File: src/rtl/bit_stream_packer.sv
// ---------------------------------------------------------------------------
// bit_stream_packer
//
// Purpose:
//    Collects a one-bit-per-beat serial stream into WIDTH-bit words using
//    streaming-concatenation ordering. Mode 0 places the first received bit
//    at the MSB. Mode 1 reverses the order of SLICE-bit slices, with slices
//    cut starting from the last-received end. Words cut short by in_last are
//    left-justified and zero padded.
//
// Ports:
//    clk        rising-edge clock
//    rst        synchronous active-high reset
//    mode       ordering select, sampled on the first bit of each word
//    in_valid   input beat valid
//    in_bit     serial data bit
//    in_last    final bit of a stream, closes the current word
//    in_ready   beat accepted when in_valid & in_ready
//    out_valid  packed word valid
//    out_ready  consumer accepts when out_valid & out_ready
//    out_data   packed word, left-justified
//    out_count  number of meaningful bits in out_data (1..WIDTH)
// ---------------------------------------------------------------------------
module bit_stream_packer #(
   parameter int WIDTH = 8,
   parameter int SLICE = 1
) (
   input  logic                       clk,
   input  logic                       rst,
   input  logic                       mode,
   input  logic                       in_valid,
   input  logic                       in_bit,
   input  logic                       in_last,
   output logic                       in_ready,
   output logic                       out_valid,
   input  logic                       out_ready,
   output logic [WIDTH-1:0]           out_data,
   output logic [$clog2(WIDTH+1)-1:0] out_count
);

   localparam int CW = $clog2(WIDTH+1);
   localparam int IW = (WIDTH > 1) ? $clog2(WIDTH) : 1;
   localparam logic [CW-1:0] LAST_IDX = CW'(WIDTH-1);

   logic [WIDTH-1:0] acc_q, acc_d;
   logic [CW-1:0]    cnt_q, cnt_d;
   logic             word_mode_q, word_mode_d;
   logic             out_valid_q, out_valid_d;
   logic [WIDTH-1:0] out_data_q, out_data_d;
   logic [CW-1:0]    out_count_q, out_count_d;

   logic             accept;
   logic             close_word;
   logic             cur_mode;
   logic [WIDTH-1:0] stream;
   logic [CW-1:0]    n_bits;
   logic [WIDTH-1:0] formatted;
   int               n_int;
   int               dest;
   int               slice_idx;
   int               slice_off;

   // Handshake and per-beat control. A closing beat is the only one that
   // needs room in the output register, so non-closing beats never stall.
   // The mode used for a beat is the live input on the first bit of a word
   // and the latched copy afterwards.
   always_comb begin
      in_ready   = !out_valid_q | out_ready | ((cnt_q != LAST_IDX) & !in_last);
      accept     = in_valid & in_ready;
      close_word = accept & ((cnt_q == LAST_IDX) | in_last);
      cur_mode   = (cnt_q == '0) ? mode : word_mode_q;
      stream     = {acc_q[WIDTH-2:0], in_bit};
      n_bits     = cnt_q + CW'(1);
   end

   // Word formatting. stream[n-1:0] holds the mode-0 value with the first
   // bit at position n-1. In mode 1, slice k covers stream bits
   // [k*SLICE +: SLICE]; full slices land from the MSB downward in order of
   // k, and the final short slice (earliest bits) lands at the bottom. The
   // n-bit result is then shifted up to the top of the word.
   always_comb begin
      formatted = '0;
      n_int     = int'(n_bits);
      dest      = 0;
      slice_idx = 0;
      slice_off = 0;
      for (int i = 0; i < WIDTH; i++) begin
         if (i < n_int) begin
            dest = i;
            if (cur_mode) begin
               slice_idx = i / SLICE;
               slice_off = i % SLICE;
               if ((slice_idx + 1) * SLICE <= n_int) begin
                  dest = n_int - (slice_idx + 1) * SLICE + slice_off;
               end else begin
                  dest = slice_off;
               end
            end
            formatted[IW'(WIDTH - n_int + dest)] = stream[IW'(i)];
         end
      end
   end

   // Next-state logic. A consume clears out_valid unless a new word closes
   // in the same cycle, in which case the register reloads without a bubble.
   always_comb begin
      acc_d       = acc_q;
      cnt_d       = cnt_q;
      word_mode_d = word_mode_q;
      out_valid_d = out_valid_q;
      out_data_d  = out_data_q;
      out_count_d = out_count_q;
      if (out_valid_q & out_ready) begin
         out_valid_d = 1'b0;
      end
      if (accept) begin
         word_mode_d = cur_mode;
         if (close_word) begin
            acc_d       = '0;
            cnt_d       = '0;
            out_valid_d = 1'b1;
            out_data_d  = formatted;
            out_count_d = n_bits;
         end else begin
            acc_d = stream;
            cnt_d = n_bits;
         end
      end
   end

   // State registers; reset discards any partial word and any held word.
   always_ff @(posedge clk) begin
      if (rst) begin
         acc_q       <= '0;
         cnt_q       <= '0;
         word_mode_q <= 1'b0;
         out_valid_q <= 1'b0;
         out_data_q  <= '0;
         out_count_q <= '0;
      end else begin
         acc_q       <= acc_d;
         cnt_q       <= cnt_d;
         word_mode_q <= word_mode_d;
         out_valid_q <= out_valid_d;
         out_data_q  <= out_data_d;
         out_count_q <= out_count_d;
      end
   end

   assign out_valid = out_valid_q;
   assign out_data  = out_data_q;
   assign out_count = out_count_q;

endmodule
File: config.mk
export PLATFORM = sky130hd
export DESIGN_NAME = bit_stream_packer
export DESIGN_NICKNAME = d
export VERILOG_FILES = /design/src/rtl/bit_stream_packer.sv
export SDC_FILE = /design/constraint.sdc
export NUM_CORES = 1
export LEC_CHECK = 0
export CAP_MARGIN = 20
export CORE_MARGIN = 8
export CORE_UTILIZATION = 25
export DETAILED_ROUTE_END_ITERATION = 7
export GPL_TIMING_DRIVEN = 0
export PLACE_DENSITY_LB_ADDON = 0.12
export SYNTH_ARGS = -nofsm -noshare
export SYNTH_HDL_FRONTEND = slang
export SYNTH_SLANG_ARGS = --single-unit
File: constraint.sdc
create_clock -name clk -period 5.1 [get_ports clk]
set_input_delay 0.765 -clock clk [delete_from_list [all_inputs] [get_ports clk]]
set_output_delay 0.765 -clock clk [all_outputs]
set_load 0.005 [all_outputs]
### Metal 1

Bar = 20 um.
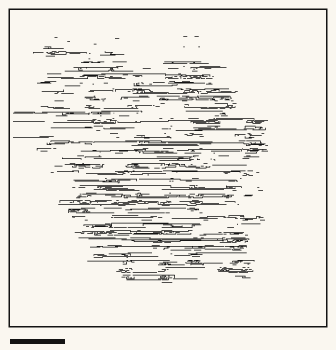
longest straight run: 39.6 um
share of all routed wire: 47%
main direction: horizontal
drt total wl: 7.472 mm
GR Layer Usage met1: 0.1529
vias after detailed routing: 2,356

### Met2 routing

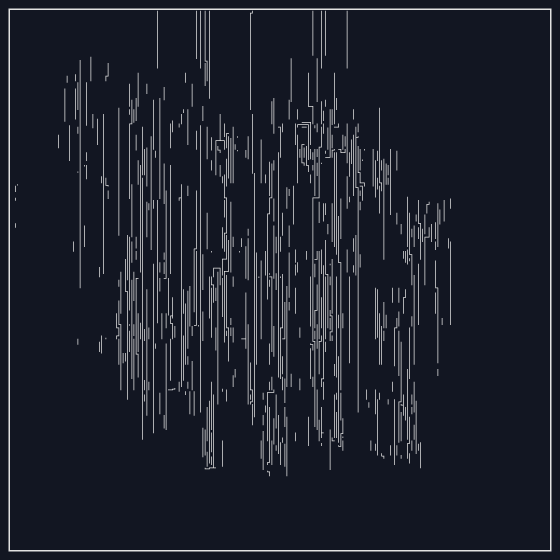
wire length on this layer: 3,490 um
share of all routed wire: 47%

==> flow_metrics.py <==
# Auto-generated metrics
metrics = {
    "critical_path": {
        "worst-setup-path-type": "reg -> reg",
        "cpPeakStageDelay_ns": 0.55,
        "endpoint": "out_data[1]",
        "cp.depth": 17,
        "reg2reg_depth": 17,
        "crit_slowest_cell": "a311oi_1",
        "end_kind": "flop",
    },
    "cells_and_area": {
        "lay_top_count": "nor2_1",
        "comb_share": 0.6534,
        "flop_area_sq_um": 420.4,
        "final_cells": 462,
        "nonClkBufAreaFrac": 0.1014,
        "mi_logic_area_sq_um": 1894,
        "syn2layout_area_growth_pct": 17.67,
        "flops": 21,
        "fin_util": 0.2994,
        "largest_reg_flops": 8,
        "nNetsFinal": 360,
        "seq_share": 0.1450,
        "logic_gates": 250,
        "inverters": 19,
        "final_area_sq_um": 2899,
    },
    "routing": {
        "ant_nets": 0,
        "drt_iter0_drc": 115,
        "drc_errors": 0,
        "highest_layer": "met4",
        "route.met2.wl_mm": 3.490,
        "first_pass_iters": 5,
    },
    "power": {
        "clockPowerShare": 0.222,
        "power_uw": 496.3,
        "seqPwrFrac": 0.346,
        "power_density_nw_per_um2": 171.2,
        "sequentialPower_uw": 172,
        "p_leak_nw": 1.063,
        "intPower_uw": 307.0,
        "netSwitchingFraction": 0.3815,
    },
    "logic_synthesis": {
        "ys_cells": 304,
        "synth_area_per_cell_sq_um": 8.104,
        "xor_share": 0.05587,
        "edf_count": 0,
        "yosys.area_share.aoi": 0.2626,
        "syn-num-nets": 334,
        "yosys_area_sq_um": 2464,
        "yosysWarnings": 0,
        "top_cell": "nor2_1",
        "common_cells": "nor2_1, dfxtp_1, inv_1, o21ai_0, nand2_1",
        "ys_seq_frac": 0.1706,
        "synth.area.mux_share": 0.04266,
    },
    "floorplanning": {
        "rows": 36,
        "initCoreUtil": 0.2544,
        "ios": 21,
        "coreArea_sq_um": 9684,
        "die_h_um": 115.3,
        "taps": 133,
        "chipWidth_um": 115.3,
    },
    "cts": {
        "worstSkewPairLatency_ns": 0.26,
        "cts-root-buf": "clkbuf_8",
        "clkSinkCount": 21,
        "cts_max_level": 1,
        "cts_resized": 3,
        "post_cts.repair.setup_buffers": 1,
        "clk_path_buf_depth": 2,
        "cts_tree": "done",
    },
    "global_routing": {
        "gr-total-overflow": 0,
        "grt_pass1_wl_mm": 12.39,
        "grt_usage": 0.1169,
    },
    "sta": {
        "slew_headroom": 0.4630,
        "holdWs_ns": 0.4772,
        "fin_ws_ns": 0.3351,
        "rsz0062_at_grt": "false",
        "fmax_mhz": 209.9,
        "min_period_ns": 4.765,
        "finalSetupViolations": 0,
        "worst_pin_slew_ns": 0.7997,
    },
    "worst_hold_path": {
        "hp-start": "out_data[3]",
        "hold_end": "out_data[3]",
    },
    "placement": {
        "dp.cells": 457,
        "place_congestion": 0.7884,
        "pre_cts_ws_ns": -0.1793,
        "dp_hpwl_mm": 5.955,
    },
    "run": {
        "warnings": 31,
    },
    "outcome": {
        "status": "completed",
    },
}
### M3 wires

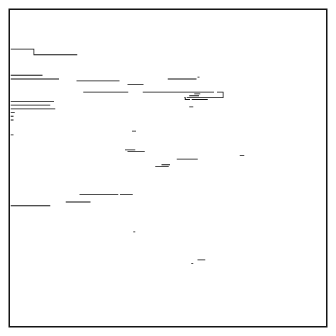
share of all routed wire: 3.7%
wire length on this layer: 278 um
main direction: horizontal
longest straight run: 25.8 um
nets with wire on the layer: 28

Power figures rest on the tool's default switching activity, not on a simulated workload.
